Cell outlines without signal wires:
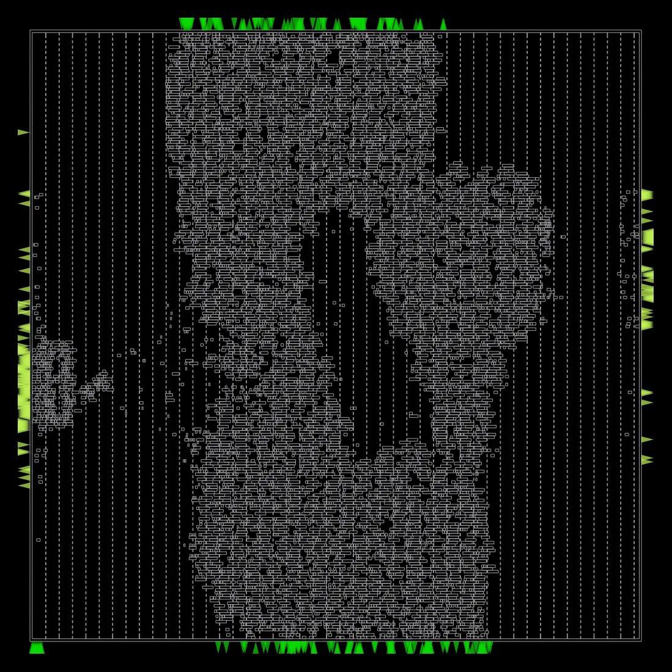
Wiring heat map:
The bar under the picture is 200 um long. 32 x 32 tiles, from dark purple (low) to yellow (high), scaled to the fullest tile. Values are wire area over tile area, all layers added.
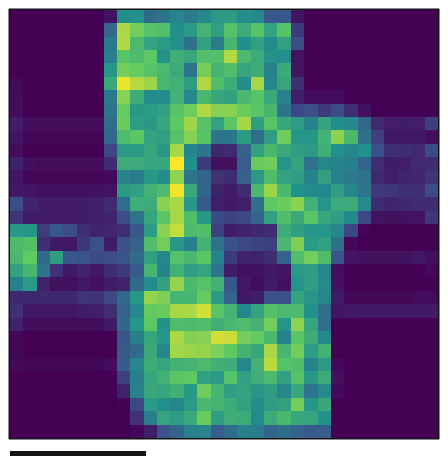
Where the registers sit:
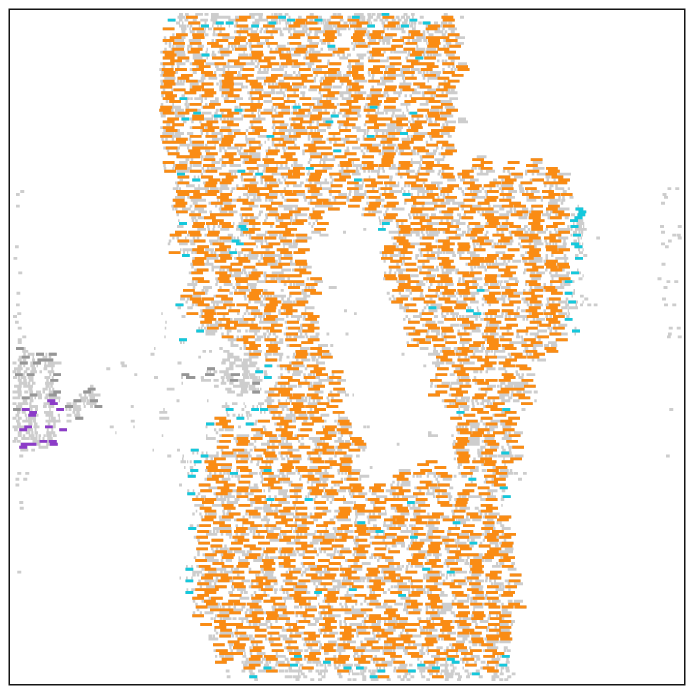
[src/rtl/pmem_responder_pkg.sv]
// rtl/pmem_responder_pkg.sv - shared pmem line types, responder state encoding and helpers
package pmem_responder_pkg;

    typedef logic [127:0] lc3b_pmem_line;
    typedef logic [15:0]  lc3b_pmem_addr;

    typedef enum logic [1:0] {
        IDLE = 2'd0,
        BUSY = 2'd1,
        RESP = 2'd2
    } pmem_resp_state_t;

    // Lines are 16 bytes; the byte offset within a line is never used.
    localparam int PMEM_LINE_OFFSET = 4;

    // Completion counters stick at all-ones instead of wrapping.
    function automatic logic [15:0] sat_inc16(input logic [15:0] v);
        return (v == 16'hFFFF) ? v : v + 16'd1;
    endfunction

endpackage

[src/rtl/pmem_responder_if.sv]
// rtl/pmem_responder_if.sv - pmem line request/response bus between initiator and responder
interface pmem_responder_if;
    import pmem_responder_pkg::*;

    logic          read;
    logic          write;
    lc3b_pmem_addr address;
    lc3b_pmem_line wdata;
    logic          resp;
    lc3b_pmem_line rdata;

    modport master (
        output read,
        output write,
        output address,
        output wdata,
        input  resp,
        input  rdata
    );

    modport slave (
        input  read,
        input  write,
        input  address,
        input  wdata,
        output resp,
        output rdata
    );

endinterface

[src/rtl/pmem_responder_line_array.sv]
// rtl/pmem_responder_line_array.sv - DEPTH x 128 line store, sync write, async read, sync clear
module pmem_line_array
    import pmem_responder_pkg::*;
#(
    parameter int DEPTH = 16,
    parameter int IDX_W = $clog2(DEPTH)
) (
    input  logic          clk,
    input  logic          clear,
    input  logic          we,
    input  logic [IDX_W-1:0] idx,
    input  lc3b_pmem_line wdata,
    output lc3b_pmem_line rdata
);

    lc3b_pmem_line mem [DEPTH];

    // Clear wipes every line and overrides any write in the same cycle.
    always_ff @(posedge clk) begin
        if (clear) begin
            for (int i = 0; i < DEPTH; i++) begin
                mem[i] <= '0;
            end
        end else if (we) begin
            mem[idx] <= wdata;
        end
    end

    assign rdata = mem[idx];

endmodule

[src/rtl/register.sv]
// rtl/register.sv - generic load-enabled register with synchronous reset and flush
module register #(
    parameter int WIDTH = 32
) (
    input  logic             clk,
    input  logic             reset,
    input  logic             flush,
    input  logic             load,
    input  logic [WIDTH-1:0] d,
    output logic [WIDTH-1:0] q
);

    // Hold value until load; reset or flush clears it.
    always_ff @(posedge clk) begin
        if (reset || flush) begin
            q <= '0;
        end else if (load) begin
            q <= d;
        end
    end

endmodule

[src/rtl/pmem_responder.sv]
// rtl/pmem_responder.sv - fixed-latency pmem line responder backed by an on-chip line store
module pmem_responder
    import pmem_responder_pkg::*;
#(
    parameter int LATENCY = 4,
    parameter int DEPTH   = 16
) (
    input  logic               clk,
    input  logic               reset,
    pmem_responder_if.slave    bus,
    output logic               busy,
    output logic               protocol_err,
    output logic [15:0]        rd_count,
    output logic [15:0]        wr_count
);

    localparam int         IDX_W    = $clog2(DEPTH);
    localparam logic [3:0] CNT_LOAD = 4'(LATENCY - 1);

    pmem_resp_state_t state, state_next;
    logic [3:0]       cnt;
    logic             op_write;
    logic             accept;
    logic             abort;
    logic             in_resp;
    logic             store_we;
    logic [IDX_W-1:0] idx_q;
    lc3b_pmem_line    wdata_q;
    lc3b_pmem_line    line_rdata;

    assign accept = (state == IDLE) && (bus.read || bus.write);
    assign abort  = !bus.read && !bus.write;

    // Only the line index is kept; offset and alias bits never matter after acceptance.
    register #(.WIDTH(IDX_W)) u_idx_reg (
        .clk   (clk),
        .reset (reset),
        .flush (1'b0),
        .load  (accept),
        .d     (bus.address[PMEM_LINE_OFFSET +: IDX_W]),
        .q     (idx_q)
    );

    register #(.WIDTH(128)) u_wdata_reg (
        .clk   (clk),
        .reset (reset),
        .flush (1'b0),
        .load  (accept),
        .d     (bus.wdata),
        .q     (wdata_q)
    );

    pmem_line_array #(.DEPTH(DEPTH), .IDX_W(IDX_W)) u_lines (
        .clk   (clk),
        .clear (reset),
        .we    (store_we),
        .idx   (idx_q),
        .wdata (wdata_q),
        .rdata (line_rdata)
    );

    // State register plus the latency down-counter and latched op.
    always_ff @(posedge clk) begin
        if (reset) begin
            state    <= IDLE;
            cnt      <= '0;
            op_write <= 1'b0;
        end else begin
            state <= state_next;
            if (accept) begin
                cnt      <= CNT_LOAD;
                op_write <= bus.write;
            end else if (state == BUSY) begin
                cnt <= cnt - 4'd1;
            end
        end
    end

    // Next state: abort beats the final countdown step so a dropped request never responds.
    always_comb begin
        state_next = state;
        unique case (state)
            IDLE: begin
                if (bus.read || bus.write) begin
                    state_next = (LATENCY == 1) ? RESP : BUSY;
                end
            end
            BUSY: begin
                if (abort) begin
                    state_next = IDLE;
                end else if (cnt == 4'd1) begin
                    state_next = RESP;
                end
            end
            RESP:    state_next = IDLE;
            default: state_next = IDLE;
        endcase
    end

    // Outputs: reset masks the response so a reset landing on RESP neither pulses nor commits.
    always_comb begin
        in_resp   = (state == RESP) && !reset;
        busy      = ((state == BUSY) || (state == RESP)) && !reset;
        bus.resp  = in_resp;
        store_we  = in_resp && op_write;
        bus.rdata = (in_resp && !op_write) ? line_rdata : '0;
    end

    // Sticky protocol error and saturating completion counters.
    always_ff @(posedge clk) begin
        if (reset) begin
            protocol_err <= 1'b0;
            rd_count     <= '0;
            wr_count     <= '0;
        end else begin
            if (bus.read && bus.write) begin
                protocol_err <= 1'b1;
            end
            if (state == RESP) begin
                if (op_write) begin
                    wr_count <= sat_inc16(wr_count);
                end else begin
                    rd_count <= sat_inc16(rd_count);
                end
            end
        end
    end

endmodule
[src/flat_wrapper.sv]
// flat-port wrapper written by rule: the top's interface ports become plain ports
module pmem_responder_flat import pmem_responder_pkg::*;
#(
    parameter int LATENCY = 4,
    parameter int DEPTH   = 16
)
  (clk, reset, busy, protocol_err, rd_count, wr_count, bus_read, bus_write, bus_address, bus_wdata, bus_resp, bus_rdata);
  pmem_responder_if bus_i ();
  input  logic clk;
  input  logic reset;
  output logic busy;
  output logic protocol_err;
  output logic [15:0] rd_count;
  output logic [15:0] wr_count;
  input wire logic [$bits(bus_i.read)-1:0] bus_read;
  input wire logic [$bits(bus_i.write)-1:0] bus_write;
  input wire logic [$bits(bus_i.address)-1:0] bus_address;
  input wire logic [$bits(bus_i.wdata)-1:0] bus_wdata;
  output wire logic [$bits(bus_i.resp)-1:0] bus_resp;
  output wire logic [$bits(bus_i.rdata)-1:0] bus_rdata;
  assign bus_i.read = bus_read;
  assign bus_i.write = bus_write;
  assign bus_i.address = bus_address;
  assign bus_i.wdata = bus_wdata;
  assign bus_resp = bus_i.resp;
  assign bus_rdata = bus_i.rdata;
  pmem_responder #(.LATENCY(LATENCY), .DEPTH(DEPTH)) u_core (.clk(clk), .reset(reset), .bus(bus_i), .busy(busy), .protocol_err(protocol_err), .rd_count(rd_count), .wr_count(wr_count));
endmodule
[config.mk]
export PLATFORM = sky130hd
export DESIGN_NAME = pmem_responder_flat
export DESIGN_NICKNAME = d
export VERILOG_FILES = /design/src/rtl/pmem_responder_pkg.sv /design/src/rtl/pmem_responder_if.sv /design/src/rtl/pmem_responder_line_array.sv /design/src/rtl/register.sv /design/src/rtl/pmem_responder.sv /design/src/flat_wrapper.sv
export SDC_FILE = /design/constraint.sdc
export NUM_CORES = 2
export LEC_CHECK = 0
export CAP_MARGIN = 10
export CORE_MARGIN = 2
export CORE_UTILIZATION = 25
export CTS_CLUSTER_DIAMETER = 80
export DETAILED_ROUTE_END_ITERATION = 12
export SYNTH_ARGS = -nofsm -noshare
export SYNTH_HDL_FRONTEND = slang
export SYNTH_SLANG_ARGS = --single-unit
[constraint.sdc]
create_clock -name clk -period 20.3 [get_ports clk]
set_input_delay 4.06 -clock clk [delete_from_list [all_inputs] [get_ports clk]]
set_output_delay 4.06 -clock clk [all_outputs]
set_load 0.05 [all_outputs]
==> changes_impl.md <==
### Changed

* Cell area after synthesis at a little under 0.1 mm^2
* Proportion of layout cells with a drive suffix above 1 at 0.153
* EDFF count, synth at 2048
* Leakage at 38.8 nW
* Async set-reset flop share out of synthesis at 0
* Yosys top cell by area: edfxtp_1
* Setup violation total in the final timing report at 0
* Avg Vias per Cell at 4.70
* Cell Rows at ~230
* Switch share at 0.239
* Share of total power in sequential cells at 0.505
* Arrival time at the worst endpoint at 8.06 ns
* Quantity of gates resized following cts at 0
* Antenna-violating nets left at 0
* Clock share of power at 0.412
* # nets final at 6614
* Number of buffers inserted for hold repair after clock tree synthesis at 0
* Gr ovfl total at 0
* Post-route clock period utilization at 0.597
* Run status: finished clean
* Worst hold path class: reg2reg
* Area share of the largest cell type after synthesis at 0.626
* Max Root-Sink Buffers at 4
* Routed wirelength normalized by instance count at between 20 and 30 um
* Final std cells w/o fill at 11900
* Via count of the first global-routing pass at around 59000
* Slew of the pin with the lowest slew margin at 1.23 ns
* Top cells by area: edfxtp_1, and2_1, mux4_2, dfxtp_1, mux2i_1
* Total global routing track utilization at 0.151
* Count of unique library cells instantiated by Yosys at 58
* Highest clock rate at just over 80 MHz
* Root Buffer: clkbuf_16
* Synthesis-to-layout area growth at 16.5%
* Core footprint at 0.392 mm^2
* TritonCTS clock tree: yes
* Combinational fraction of design power at 0.084
* Estimated wirelength of the detail-placed design at ~150000 um
* Init Core Util at 0.251
* Fin area at ~0.11 mm^2
* DP Cell Count at about 11000
* Post-synth top flop: edfxtp_1
* Int Power at 8.02 mW
* Die Y-Extent at 631 um
* Post-placement worst setup slack at approximately 8.2 ns
* CTS sink cnt at 2224
* Register share after synthesis at 0.662
* Number of cell instances after yosys synthesis at roughly 6400
* Synthesized chip area reported by yosys at ~0.1 mm^2
* Total die size at 0.398 mm^2
* Relative slew margins at 0.178
* Power per cell area at 92.0 mW/mm^2
* Synthesized netlist cell count at 6396
* Vias post-DR at 55900
* Horizontal die dimension at 631 um
* Net count after synthesis at 6551
* Avg Synthesized Cell Area at 15.4 um^2
* Remaining design rule violation count at 0
* Skew-Pair Late Insertion Delay at around 0.94 ns
* Number of warning messages in the logs at 64
* Clock-pin slew on the worst setup and hold paths at around 0.06 ns
* Yosys warns at 0
* Pin count of the biggest net entering global routing at 132
* Setup skew after layout at 0.0799 ns
* Unrepaired setup endpoints after global routing: false
* Critical path capture point type: output port
* Maximum vdd drop at ~0.000076 V
* Synth flops at 2224
* Gpl congestion at 0.745
* Post-CTS setup repair buffer count at 0
* Number of violations reported at the end of detailed-routing iteration 0 at roughly 6100
* Aggregate routed wire length at a little over 300000 um
* Data required time at the worst endpoint at 16.24 ns
* Total iterations of the first detailed-routing run at 5
* Max-cap violation count at 0
* Power dissipated by switching net loads at 2.52 mW
* Post-layout total power at roughly 11 mW
* CTS HTree Levels at 4
* Cell Area, Placed at 0.107 mm^2
* Critical path fanouts, max at between 70 and 80
* Final critical delay including setup and external delays at 12.12 ns
* Worst setup margin at 8.18 ns
* Initial antenna violation count at 45
* Number of buffer cells added on primary ports at between 200 and 300
* Top post-synthesis cells by count: and2_1, edfxtp_1, mux4_2
* I/O pin count at just over 300
* Category of the worst setup path launch point: primary input
* Total clock buffers created by CTS at between 200 and 250
-- 'cell outlines without signal wires' (at the start) --
share of the final layout cell area in sequential cells: 0.568
fin util: 0.292

-- 'wiring heat map' (at the start) --
30% of the tiles are nearly empty. The fullest tile reaches 0.42. 33% of the tiles are over half the peak. The mean over all tiles is 0.13.

-- 'where the registers sit' (at the start) --
Orange marks `u_core.u_lines.mem`, sequential cells 2048. Purple marks `u_core.wr_count`, sequential cells 16. Cyan marks `u_core.u_wdata_reg.q`, sequential cells 128.
Another 32 sequential cells are not colored.
Sequential cell area: 0.0650 mm^2
flip-flop and latch power: 5.32 mW

==> cells by family after synthesis <==
logic type	share of synthesized area
AND/OR/NAND/NOR	0.150
multiplexers	0.144
AND-OR/OR-AND	0.0190
buffers and inverters	0.0239
XOR/XNOR	0.000267
flip-flops	0.662
adder cells (fa/ha/maj)	0.000891
==> sequential cells by signal (all words and copies together), names as in the netlist, named ones only <==
signal and count:
u_core.state 2, u_core.protocol_err 1, u_core.u_idx_reg.q 4, u_core.u_wdata_reg.q 128, u_core.cnt 4, u_core.op_write 1
u_core.u_lines.mem 2048, u_core.wr_count 16, u_core.rd_count 16
==> layer usage <==
metal  vias up  track usage  part of all wire
li1      23600            -                 -
met1     29500        0.197              0.41
met2      2355        0.256              0.49
met3       438       0.0234             0.072
met4        12       0.0473             0.033
met5         -            0           0.00025
==> power groups by stage <==
stage	Sequential [mW]	Combinational, mW	Clock, mW
2_1_floorplan	5.36	0.623	0
3_3_place_gp	5.40	0.897	0
3_5_place_dp	5.42	0.895	0
4_1_cts	5.32	0.897	4.41
5_1_grt	5.35	0.931	4.58
6_report	5.32	0.881	4.34
==> worst paths after layout <==
path,startpoint,endpoint,slack (ns),depth (start not counted)
max reg2reg,u_core.state[0]$_SDFFE_PP0P_,u_core.u_lines.mem[0][93]$_SDFFCE_PN0P_,14.21,10
max,reset,bus_rdata[18],8.18,6
min,u_core.protocol_err$_SDFFE_PP0P_,u_core.protocol_err$_SDFFE_PP0P_,0.49,2
min reg2reg,u_core.protocol_err$_SDFFE_PP0P_,u_core.protocol_err$_SDFFE_PP0P_,0.49,2
==> layout by cell type, fill, tap and decap left out, types with 13 or more instances in the layout <==
cell type        instances
clkbuf_8                19
bufinv_16               24
buf_4                   95
and2_1                2048
clkbuf_16              236
clkdlybuf4s50_1        297
o21ai_4                 13
clkinv_1                32
edfxtp_1              2048
clkinv_2                33
buf_12                  16
o21ai_0                 16
clkbuf_1                67
dfxtp_1                173
nor2b_1                 14
o22ai_1                128
nor2_1                  15
a21oi_1                156
nand2_1                282
mux4_2                 512
mux2i_1                257
==> per-stage QoR <==
stage / util / hold WS, ns
floorplan: - / 0.466
global placement: 0.273 / 0.457
detailed placement: 0.273 / 0.472
CTS: 0.292 / 0.489
global route: 0.292 / 0.546
finish: 0.292 / 0.489
==> cell type report <==
type / instances / area (um^2) / area share
inverter: 9 / 33.8 / 0.000295
multi-input combinational: 3582 / 31200 / 0.272
antenna: 11 / 27.5 / 0.000240
clock inverter: 112 / 1280 / 0.0112
timing repair buffer: 409 / 4020 / 0.0351
clock buffer: 321 / 6400 / 0.0559
sequential: 2224 / 65000 / 0.568
tap: 5220 / 6530 / 0.0570
==> critical path, cell delays in order <==
cell	delay, ns
clkbuf_8	0.49
nor2b_4	0.13
or3b_4	0.89
buf_4	0.97
o22ai_1	0.53
clkdlybuf4s50_1	0.84
No activity file was given, so power comes from the tool's default toggle rates.
